Run 1, sequential cells grouped by signal name:
Other sequential cells in the stronger grey, the rest of the logic in the fainter grey.
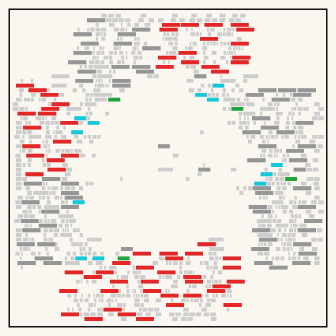
Run 1, placed standard cells:
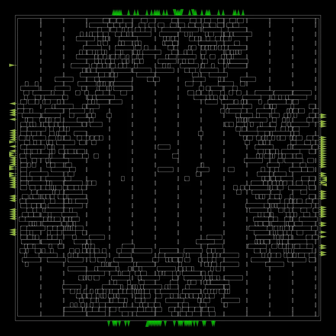
Run 1, the metal 2 layer:
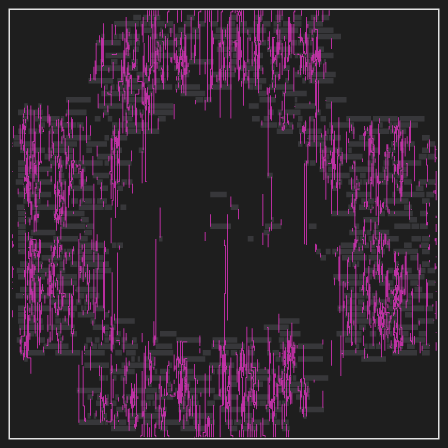
### src/rtl/sva_range_monitor.sv
// Checker for NUM_CH properties "ante |-> ##[MIN_DLY:MAX_DLY] cons" with per-channel disable,
// overlapping attempts, registered pass/fail pulses, saturating counters and a sticky fail flag.
module sva_range_monitor #(
    parameter int NUM_CH  = 4,
    parameter int MIN_DLY = 1,
    parameter int MAX_DLY = 3,
    parameter int CNT_W   = 16
) (
    input  logic                    clk,
    input  logic                    rst,
    input  logic [NUM_CH-1:0]       dis,
    input  logic                    clr,
    input  logic [NUM_CH-1:0]       ante,
    input  logic [NUM_CH-1:0]       cons,
    output logic [NUM_CH-1:0]       pass_o,
    output logic [NUM_CH-1:0]       fail_o,
    output logic [NUM_CH*CNT_W-1:0] pass_cnt,
    output logic [NUM_CH*CNT_W-1:0] fail_cnt,
    output logic                    fail_any
);

    // Wide enough to hold the number of hits a single cycle can produce (up to MAX_DLY+1).
    localparam int PC_W  = $clog2(MAX_DLY + 2);
    localparam int SUM_W = CNT_W + PC_W;

    // pend_q[ch][k] marks an outstanding attempt that started k cycles ago.
    logic [MAX_DLY:1]   pend_q     [NUM_CH];
    logic [MAX_DLY:1]   pend_d     [NUM_CH];
    logic [MAX_DLY:0]   age        [NUM_CH];
    logic [MAX_DLY:0]   hit        [NUM_CH];
    logic [PC_W-1:0]    hit_cnt    [NUM_CH];
    logic [CNT_W-1:0]   pass_cnt_q [NUM_CH];
    logic [CNT_W-1:0]   fail_cnt_q [NUM_CH];
    logic [NUM_CH-1:0]  expire;
    logic [NUM_CH-1:0]  any_hit;

    function automatic logic [CNT_W-1:0] sat_add(input logic [CNT_W-1:0] base,
                                                 input logic [PC_W-1:0]  inc);
        logic [SUM_W-1:0] sum;
        sum = {{PC_W{1'b0}}, base} + {{CNT_W{1'b0}}, inc};
        if (|sum[SUM_W-1:CNT_W]) begin
            return {CNT_W{1'b1}};
        end
        return sum[CNT_W-1:0];
    endfunction

    always_comb begin
        for (int ch = 0; ch < NUM_CH; ch++) begin
            age[ch]     = {pend_q[ch], ante[ch]};
            hit[ch]     = '0;
            pend_d[ch]  = '0;
            hit_cnt[ch] = '0;
            for (int k = 0; k <= MAX_DLY; k++) begin
                if (k >= MIN_DLY) begin
                    hit[ch][k] = age[ch][k] & cons[ch];
                end
            end
            for (int k = 0; k < MAX_DLY; k++) begin
                pend_d[ch][k+1] = age[ch][k] & ~hit[ch][k];
            end
            expire[ch]  = age[ch][MAX_DLY] & ~hit[ch][MAX_DLY];
            for (int k = 0; k <= MAX_DLY; k++) begin
                hit_cnt[ch] = hit_cnt[ch] + PC_W'(hit[ch][k]);
            end
            any_hit[ch] = |hit[ch];
            // A disabled channel forgets everything and evaluates nothing this cycle.
            if (dis[ch]) begin
                hit[ch]     = '0;
                pend_d[ch]  = '0;
                hit_cnt[ch] = '0;
                expire[ch]  = 1'b0;
                any_hit[ch] = 1'b0;
            end
        end
    end

    always_ff @(posedge clk) begin
        if (rst) begin
            for (int ch = 0; ch < NUM_CH; ch++) begin
                pend_q[ch]     <= '0;
                pass_cnt_q[ch] <= '0;
                fail_cnt_q[ch] <= '0;
            end
            pass_o   <= '0;
            fail_o   <= '0;
            fail_any <= 1'b0;
        end else begin
            pass_o <= any_hit;
            fail_o <= expire;
            for (int ch = 0; ch < NUM_CH; ch++) begin
                pend_q[ch] <= pend_d[ch];
                // Disable outranks clear, so a disabled channel keeps its counts.
                if (!dis[ch]) begin
                    if (clr) begin
                        pass_cnt_q[ch] <= '0;
                        fail_cnt_q[ch] <= '0;
                    end else begin
                        pass_cnt_q[ch] <= sat_add(pass_cnt_q[ch], hit_cnt[ch]);
                        fail_cnt_q[ch] <= sat_add(fail_cnt_q[ch], PC_W'(expire[ch]));
                    end
                end
            end
            if (clr) begin
                fail_any <= 1'b0;
            end else if (|expire) begin
                fail_any <= 1'b1;
            end
        end
    end

    for (genvar ch = 0; ch < NUM_CH; ch++) begin : g_pack
        assign pass_cnt[ch*CNT_W +: CNT_W] = pass_cnt_q[ch];
        assign fail_cnt[ch*CNT_W +: CNT_W] = fail_cnt_q[ch];
    end

endmodule

### config.mk
export PLATFORM = sky130hd
export DESIGN_NAME = sva_range_monitor
export DESIGN_NICKNAME = d
export VERILOG_FILES = /design/src/rtl/sva_range_monitor.sv
export SDC_FILE = /design/constraint.sdc
export NUM_CORES = 1
export LEC_CHECK = 0
export CAP_MARGIN = 10
export CORE_UTILIZATION = 24
export DETAILED_ROUTE_END_ITERATION = 8
export SLEW_MARGIN = 20
export SYNTH_ARGS = -nofsm -noshare
export SYNTH_HDL_FRONTEND = slang
export SYNTH_SLANG_ARGS = --single-unit
### constraint.sdc
create_clock -name clk -period 4 [get_ports clk]
set_input_delay 1.2 -clock clk [delete_from_list [all_inputs] [get_ports clk]]
set_output_delay 1.2 -clock clk [all_outputs]
set_load 0.02 [all_outputs]
==> ci_impl_report.md, run 1 <==
### Metrics collected by this job

| Metric | Value |
|---|---|
| Post-synth net total | `775` |
| Ys Warns | `0` |
| Slew at the pin closest to its max-slew limit | `0.667 ns` |
| Buffer and inverter count on the worst path | `3` |
| Crit-path cells | `dlygate4sd2_1, and2_1, fa_1, nor2b_1, ha_1, inv_1, fa_1, and3b_2, nand4_1, or3_1, buf_4, a21oi_1` |
| Post-DRT Antenna Nets | `0` |
| Number of cells in Yosys stat | `736` |
| CP Depth | `12` |
| Synth Register Bits | `149` |
| Fmax | `263 MHz` |
| FF-to-FF End | `pass_cnt_q[3][4]` |
| Fin util | `33.5%` |
| Fin nets | `969` |
| Final hold vios | `0` |
| Pwr Total | `3.83 mW` |
| Clk buf depth | `2` |
| Synthesized area per cell | `10.8 um^2` |
| Post-Route WL | `19800 um` |
| Wire per inst | `14.3 um` |
| Worst-path clk slew | `0.07 ns` |
| Routability-driven placement congestion ratio | `0.784` |
| Fin area | `10900 um^2` |
| HP Class | `flop to flop` |
| R2r startpoint | `pend_q[3][2]` |
| Share of cells above drive strength 1 | `11.3%` |
| Max_slew headroom | `55.2%` |
| Pre-Place Util | `24.4%` |
| Final setup violation count | `0` |
| Starting DRT DRC Count | `390` |
| Max Transition Viols Final | `0` |
| Placed cells | `1351` |
| Final Skew | `0.00899 ns` |
| Initial antenna violation count | `0` |
| Worst path required time | `4.28 ns` |
| Post-synthesis instance total | `736` |
| Max-Cap Viols | `0` |
| Crit path DAT | `4.08 ns` |
| PwrDens | `351 nW/um^2` |
| Outcome | `finished, final reports clean` |
| CTS Root Cell | `clkbuf_16` |
| DP Wirelength | `13800 um` |
| Vias per inst | `4.50` |
| Critical path startpoint category | `primary input` |
| Vias in the first global route | `5998` |
| Crit path max fanout | `7` |
| Post-Layout Cell Count | `1386` |
| Clk latency late pin | `0.43 ns` |
| Seq/Total Area, Yosys | `53.6%` |
| Residual DRC count | `0` |
| Most frequent cells in the layout | `clkdlybuf4s50_1, edfxtp_1, a21oi_1` |
| Commonest flop | `edfxtp_1` |
| IO Count | `152` |
| Tool Warnings | `26` |
| Crit. Startpoint | `cons[3]` |
| Die width | `184 um` |
| Grt total ovfl | `0` |
| Unrepaired setup endpoints after global routing | `false` |
| Setup TNS | `0 ns` |
| Tcrit/Tclk final | `95.2%` |
| Max stage delay cell, worst path | `fa_1` |
| Detailed-route via count | `6233` |
| Post-Place Cell Area | `10300 um^2` |
| Post-layout min period | `3.81 ns` |
| Area Overhead vs Synth | `37.2%` |
| Crit end category | `flop` |
| H-tree Lvls | `4` |
| CP most frequent cell | `fa_1` |
| Crit path to | `pass_cnt_q[3][4]` |
Notes on 'sequential cells grouped by signal name' above:
- pass_o: green (placed flops 4)
- pend_q: cyan (placed flops 12)
- fail_cnt_q: red (placed flops 64; where all over the die)

Notes on 'placed standard cells' above:
placement row count: 66
Seq cells: 149

Notes on 'the metal 2 layer' above:
- nets with wire on the layer: 831
- main direction: vertical
- longest straight run: 45.7 um
- wire length on this layer: 8970 um

==> run 1: where the power goes <==
part	internal, mW	total (mW)	switching (mW)
logic	0.182	0.386	0.204
clock network	0.914	1.59	0.677
registers	1.76	1.86	0.0953
total	2.86	3.83	0.976
==> run 1: area by class of cell <==
cell class / count / area [um^2]
fill: 3292 / 21700
clock buffer: 19 / 433
sequential: 149 / 4260
timing repair buffer: 205 / 1920
multi-input combinational: 530 / 3510
clock inverter: 13 / 135
tap: 442 / 553
antenna: 1 / 2.50
inverter: 27 / 101
==> run 1: synth_stat cells, types with 2 or more instances <==
library cell	instances	area, um^2
edfxtp_1	128	3840
a21oi_1	108	541
xor2_1	44	385
nand2_1	43	161
xnor2_1	37	324
nor2_1	36	135
nand3_1	34	170
nor3_1	33	165
inv_1	27	101
and2_1	26	163
clkbuf_1	24	90.1
nand4_1	23	144
dfxtp_1	21	420
and3_1	18	113
ha_1	16	200
nor3b_1	14	105
a31oi_1	11	68.8
and4_1	8	70.1
fa_1	8	160
nand2b_1	8	50.1
nor2b_1	8	50.1
or3_1	7	43.8
a211oi_1	6	45.0
buf_2	5	25.0
a311oi_1	4	35.0
a31o_2	3	26.3
a41oi_1	3	26.3
and3b_1	3	26.3
o21ai_0	3	15.0
or2_2	3	18.8
a21o_1	2	15.0
a41o_1	2	20.0
mux2i_1	2	20.0
nand3b_1	2	15.0
nor4_1	2	12.5
nor4b_1	2	17.5
o21a_1	2	15.0
==> run 1: kinds of logic after synthesis <==
| group | Yosys count | share of synthesized area [%] |
|---|---|---|
| compound gates | 144 | 10.1 |
| flops | 149 | 53.6 |
| mux | 2 | 0.252 |
| simple gates | 279 | 19.7 |
| buf+inv | 57 | 2.86 |
| fa+ha+maj | 24 | 4.53 |
| xor+xnor | 81 | 8.91 |
==> run 1: how the worst min path moves through the flow <==
stage	to	depth (start not counted)	start	slack (ns)
floorplan	pend_q[0][1]	1	pend_q[0][0]	0.42
global placement	pend_q[2][2]	1	pend_q[2][1]	0.43
detailed placement	pend_q[3][2]	1	pend_q[3][1]	0.43
CTS	pend_q[3][2]	1	pend_q[3][1]	0.45
global route	pend_q[3][2]	1	pend_q[3][1]	0.45
finish	pend_q[3][2]	1	pend_q[3][1]	0.44
==> run 1: stage by stage <==
step	hold slack [ns]	setup slack, ns
after floorplan	0.422	0.169
after global placement	0.430	-0.401
after detailed placement	0.431	-0.523
after CTS	0.446	0.0249
after global routing	0.453	0.0147
final	0.444	0.193
==> run 1: routing by layer <==
| layer | track usage [%] | up-vias | wire, um |
|---|---|---|---|
| li1 | - | 3106 | - |
| met1 | 16.1 | 2990 | 9520 |
| met2 | 17.9 | 124 | 8970 |
| met3 | 4.11 | 13 | 1140 |
| met4 | 3.57 | 0 | 158 |
| met5 | 0 | - | 0 |
==> run 1: registers in the layout, summed over array words and instances, names as in the netlist <==
register,cells
fail_cnt_q,64
fail_any,1
pend_q,12
pass_cnt_q,64
fail_o,4
pass_o,4
==> run 1: timing repair <==
item                                    4_1_cts  5_1_grt
resized                                       2       14
setup buffers                                 0        2
pin swaps                                     0        2
endpoints found under the setup margin       10       35
==> run 2, diff against run 1 <==
Settings changed: SLEW_MARGIN 20 to unset.
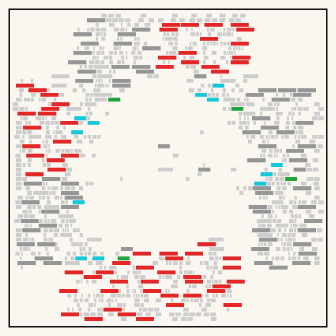
Run 2: sequential cells grouped by signal name
Other sequential cells in the stronger grey, the rest of the logic in the fainter grey.
- fail_cnt_q: red (placed flops 64; where all over the die)
- pend_q: cyan (placed flops 12)
- pass_o: green (placed flops 4)
- not coloured: 69
register area: 4260 um^2
P_seq: 1.86 mW
fin util: 33.5%

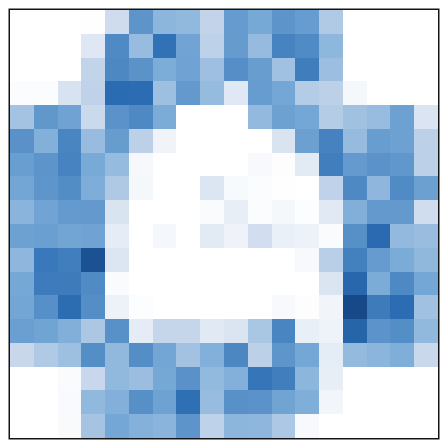
Run 2: cell density map
18 x 18 tiles, from white (low) to dark blue (high), 0 to 100% covered.
- tiles over 75% full: 2.8%
- fullest tile: 90%
- emptiest ninth of the die: centre
- nearly empty tiles: 28%

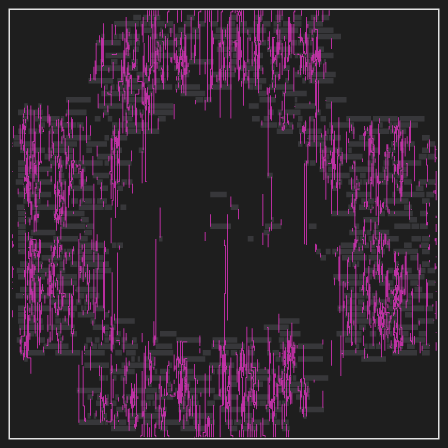
Run 2: the metal 2 layer
- share of all routed wire: 45%
- longest straight run: 45.7 um
- main direction: vertical

==> run 2 against run 1 <==
Synthesized cell count unchanged; clock skew unchanged; critical endpoint unchanged; highest routed layer unchanged; critical path type unchanged; global-route usage unchanged; count of clock-buffer cells in the layout stayed put.
==> ci_impl_report.md, run 2 <==
### Metrics collected by this job

| Metric | Value |
|---|---|
| Outcome | `finished, final reports clean` |
| CP most frequent cell | `fa_1` |
| CTS Root Cell | `clkbuf_16` |
| Gate Area | `3510 um^2 (unchanged)` |
| Area leader share | `48.3% (unchanged)` |
| FF-to-FF End | `pass_cnt_q[3][4]` |
| Unrepaired setup endpoints after global routing | `false` |
| Routability-driven placement congestion ratio | `0.784 (unchanged)` |
| PwrDens | `351 nW/um^2 (unchanged)` |
| Post-synth net total | `775 (unchanged)` |
| HP Class | `flop to flop` |
| Max Transition Viols Final | `0 (unchanged)` |
| Internal Power | `2.86 mW (unchanged)` |
| Max_slew headroom | `55.2% (unchanged)` |
| Area Overhead vs Synth | `37.2% (unchanged)` |
| Most frequent cells in the layout | `clkdlybuf4s50_1, edfxtp_1, a21oi_1` |
| Critical path startpoint category | `primary input` |
| Adder share | `4.53% (unchanged)` |
| Fill cell count | `3292 (unchanged)` |
| Synth cell count leaders | `edfxtp_1, a21oi_1, xor2_1` |
| Post-Layout Cell Count | `1386 (unchanged)` |
| Detailed-route via count | `6233 (unchanged)` |
| Worst-path clk slew | `0.07 ns (about the same)` |
| Top cells by area | `edfxtp_1, a21oi_1, dfxtp_1` |
| Max-Cap Viols | `0 (unchanged)` |
| Seq/Total Area, Yosys | `53.6% (unchanged)` |
| DP Wirelength | `13800 um (unchanged)` |
| Share of cells above drive strength 1 | `11.3% (unchanged)` |
| Net Switching | `0.976 mW (unchanged)` |
| Commonest flop | `edfxtp_1` |
| Worst Min Path Start | `pend_q[3][1]` |
| Residual DRC count | `0 (unchanged)` |
| Fmax | `263 MHz (unchanged)` |
| Crit path DAT | `4.08 ns (about the same)` |
| Flop pwr share | `48.4% (about the same)` |
| Crit path max fanout | `7 (unchanged)` |
| Placed cells | `1351 (unchanged)` |
| Comb pwr share | `10.1% (about the same)` |
| Grt total ovfl | `0 (unchanged)` |
| Wl on met1 | `9520 um (unchanged)` |
| Synthesized area per cell | `10.8 um^2 (unchanged)` |
| Wire per inst | `14.3 um (unchanged)` |
| Crit-path cells | `dlygate4sd2_1, and2_1, fa_1, nor2b_1, ha_1, inv_1, fa_1, and3b_2, nand4_1, or3_1, buf_4, a21oi_1` |
| Regs by FF count | `fail_cnt_q (64), pass_cnt_q (64), pend_q (12)` |
| Worst hold endpoint | `pend_q[3][2]` |
| Clk latency late pin | `0.43 ns (about the same)` |
| Number of cells in Yosys stat | `736 (unchanged)` |
| IO Count | `152 (unchanged)` |
| Post-Route WL | `19800 um (unchanged)` |
| Clk pwr share | `41.5% (about the same)` |
| Logic family by area | `simple AND/OR/NAND/NOR gates` |
| Starting DRT DRC Count | `390 (unchanged)` |
| Post-synthesis instance total | `736 (unchanged)` |
| Final setup violation count | `0 (unchanged)` |
| Vias per inst | `4.50 (unchanged)` |
| XORs/XNORs by Area | `8.91% (unchanged)` |
| Mux share | `0.251% (unchanged)` |
| Dominant cell type by area after synthesis | `edfxtp_1` |
| Post-DRT Antenna Nets | `0 (unchanged)` |
| H-tree Lvls | `4 (unchanged)` |
| Worst path required time | `4.28 ns (about the same)` |
| Post-layout min period | `3.81 ns (unchanged)` |
| Placement row count | `66 (unchanged)` |
| Final hold vios | `0 (unchanged)` |
| Vias in the first global route | `5998 (unchanged)` |
| R2r startpoint | `pend_q[3][2]` |
| Switching portion of total power | `25.5% (unchanged)` |
| Clk buf depth | `2 (unchanged)` |
| Pre-Place Util | `24.4% (unchanged)` |
| Tcrit/Tclk final | `95.2% (unchanged)` |
| DR WL met3 | `1140 um (unchanged)` |
| Crit end category | `flop` |
| Fin nets | `969 (unchanged)` |
[run 2: worst max-delay path: cells and delay by family]
family	cells	cell delay, ns
AND-OR/OR-AND	1	0.14
buffers and inverters	3	0.51
AND/OR/NAND/NOR	5	1.14
adder cells (fa/ha/maj)	3	1.08
[run 2: stage by stage]
step           cell area (um^2)  TNS [ns]  power [mW]  hold WS (ns)  setup WS, ns
6_report                  10900         0        3.83         0.444         0.193
5_1_grt                   10900         0        4.00         0.453        0.0147
4_1_cts                   10900         0        3.90         0.446        0.0249
3_5_place_dp              10300    -20.50        2.28         0.431        -0.523
3_3_place_gp              10300    -16.26        2.27         0.430        -0.401
2_1_floorplan              7960         0        2.06         0.422         0.169
[run 2: repair_timing]
action	in CTS	in global routing
endpoints found under the hold margin	0	0
setup endpoints to repair	10	35
gates resized	2	14
buffers inserted	0	2
pin swaps	0	2
[run 2: final cells by class]
type / count / share of cell area, %
antenna: 1 / 0.0229
clock buffer: 19 / 3.96
clock inverter: 13 / 1.24
inverter: 27 / 0.928
multi-input combinational: 530 / 32.1
sequential: 149 / 39.0
tap: 442 / 5.06
timing repair buffer: 205 / 17.6
[run 2: cell families (layout without fill, tap and decap cells)]
logic type	after synthesis	after routing
and+or+nand+nor	279	279
muxes	2	2
xor gates and xnor gates	81	81
DFF	149	149
adders and majority gates	24	24
other	0	1
AOI/OAI and AO/OA	144	144
buffers and inverters	57	264
[run 2: metal layers]
layer	up-vias	global-route usage, %
met5	-	0
met3	13	4.11
met4	0	3.57
met2	124	17.9
li1	3106	-
met1	2990	16.1
[run 2: how the worst max path moves through the flow]
stage             from           endpoint  slack, ns
6_report       cons[3]   pass_cnt_q[3][4]       0.19
5_1_grt        cons[3]   pass_cnt_q[3][4]       0.01
4_1_cts        cons[1]  pass_cnt_q[1][14]       0.02
3_5_place_dp   cons[3]   pass_cnt_q[3][4]      -0.52
3_3_place_gp   cons[3]   pass_cnt_q[3][1]      -0.40
2_1_floorplan  cons[2]   pass_cnt_q[2][3]       0.17
[run 2: power groups by stage]
stage	Sequential, mW	Combinational, mW	Clock, mW
2_1_floorplan	1.95	0.108	0
3_3_place_gp	1.89	0.385	0
3_5_place_dp	1.89	0.388	0
4_1_cts	1.86	0.390	1.65
5_1_grt	1.87	0.416	1.71
6_report	1.86	0.386	1.59
Power figures rest on the tool's default switching activity, not on a simulated workload.
